==> config.mk <==
export PLATFORM = sky130hd
export DESIGN_NAME = l2_mem_sched
export DESIGN_NICKNAME = d
export VERILOG_FILES = /design/src/rtl/l2_mem_sched.sv
export SDC_FILE = /design/constraint.sdc
export NUM_CORES = 1
export LEC_CHECK = 0
export CAP_MARGIN = 20
export CORE_AREA = 5 5 438 440
export CTS_CLUSTER_DIAMETER = 80
export DETAILED_ROUTE_END_ITERATION = 10
export DIE_AREA = 0 0 443 445
export GPL_TIMING_DRIVEN = 0
export PLACE_DENSITY = 0.3
export SLEW_MARGIN = 5
export SYNTH_ARGS = -nofsm -noshare
export SYNTH_HDL_FRONTEND = slang
export SYNTH_SLANG_ARGS = --single-unit
==> constraint.sdc <==
create_clock -name clk -period 2.1 [get_ports clk]
set_input_delay 0.42 -clock clk [delete_from_list [all_inputs] [get_ports clk]]
set_output_delay 0.42 -clock clk [all_outputs]
set_load 0.005 [all_outputs]
Ports around the boundary:
(1 px per µm) Pins as bars across the die edge, other pins in grey.
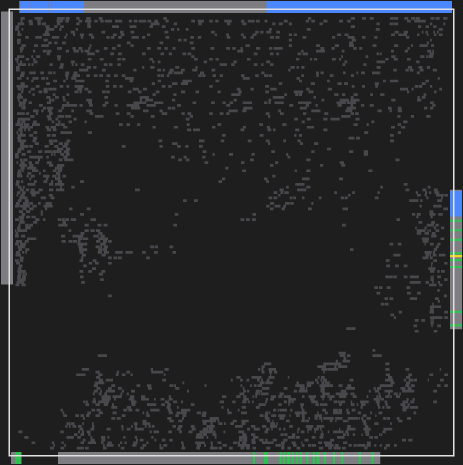
Key: green = l2_addr_i [pins 32, direction input, edge 24 bottom, 8 right]; blue = mem_wdata_o [pins 256, direction output, edge 238 top, 18 right]; yellow = mem_resp_i [pins 1, direction input, edge right]
All pins by edge: 469 top, 359 bottom, 200 left, 102 right.
IO Port Bufs: 1112
Die Height: 445 µm
die x size: 443 µm

Signal wires on met2:
(1 px per µm)
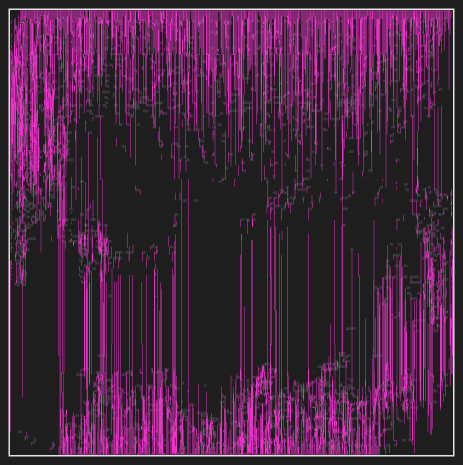
The layer carries 80.6 mm of wire. The longest straight run is 275 µm. The layer holds 49% of the routed length.
met2 Usage GRT: 27.6%
DRT Wirelength: 164000 µm

Congestion heat map:
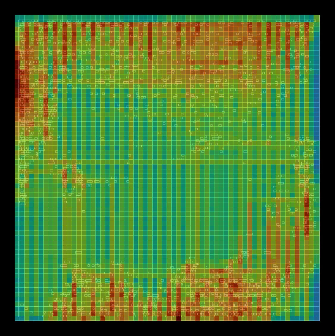
final design utilization: 12.3%
All-Layer GR Usage: 15.7%

Met3 routing:
(1 px per µm)
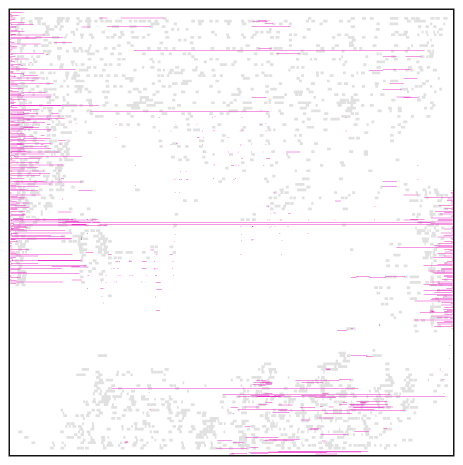
469 nets have wire on it. The wires run mostly horizontal. The layer holds 5.5% of the routed length. The layer carries 9060 µm of wire. The longest straight run is 353 µm.
met3 global-route usage: 3.33%
Vias: 11892

==> CHANGELOG.md <==
## Implementation

* Outcome: complete, but fails checks
* Failing checks: setup timing
* GRT overflow at 0
* Min cycle time layout at 2.36 ns
* Storage cell area at 668 µm²
* Final hold vios at 0
* Met2 Wirelength at 80600 µm
* CTS clk-pin slew, worst paths at 0.08 ns
* DP Worst Slack at -2.14 ns
* Hold Crit Depth at 2
* Final worst slack at -0.258 ns
* CTS resizes at 2937
* ANT nets after route at 0
* Final tally of setup violations at 525
* Critical path depth at 7
* Post-synth top cells: and2_1 (258), and3_1 (257), clkbuf_1 (91)
* Clock Sinks at 33
* Number of flip-flops in the largest register at 27
* Top Metal Used: met5
* Placed insts at 4448
* And+or+nand+nor area frac at 71.5%
* Post-CTS Setup Bufs at 30
* Static leakage at 0.00989 µW
* Log Warnings at 41
* Post-synth top area cell: and2_1
* CTS tree: built
* Bufs w/o clock at 1297
* CP Launch Type: flip-flop
* CP peak stage delay at 0.37 ns
* Final clock skew at 0.0171 ns
* Routability cong. at 0.998
* Syn Inst Count at 836
* Cts hold-fix bufs at 0
* Routed length on met3 at 9060 µm
* Hold WC Path Type: reg2reg
* Crit-path cells: inv_4 -> ha_4 -> buf_12 -> clkbuf_16 -> clkbuf_16 -> and2_4 -> buf_6
* Io pins at 1130
* Flop share of the area at 2.89%
* MI comb cells at 692
* Comb/total area at 23.5%
* Setup TNS at -63.83 ns
Power and IR drop assume default switching activity.
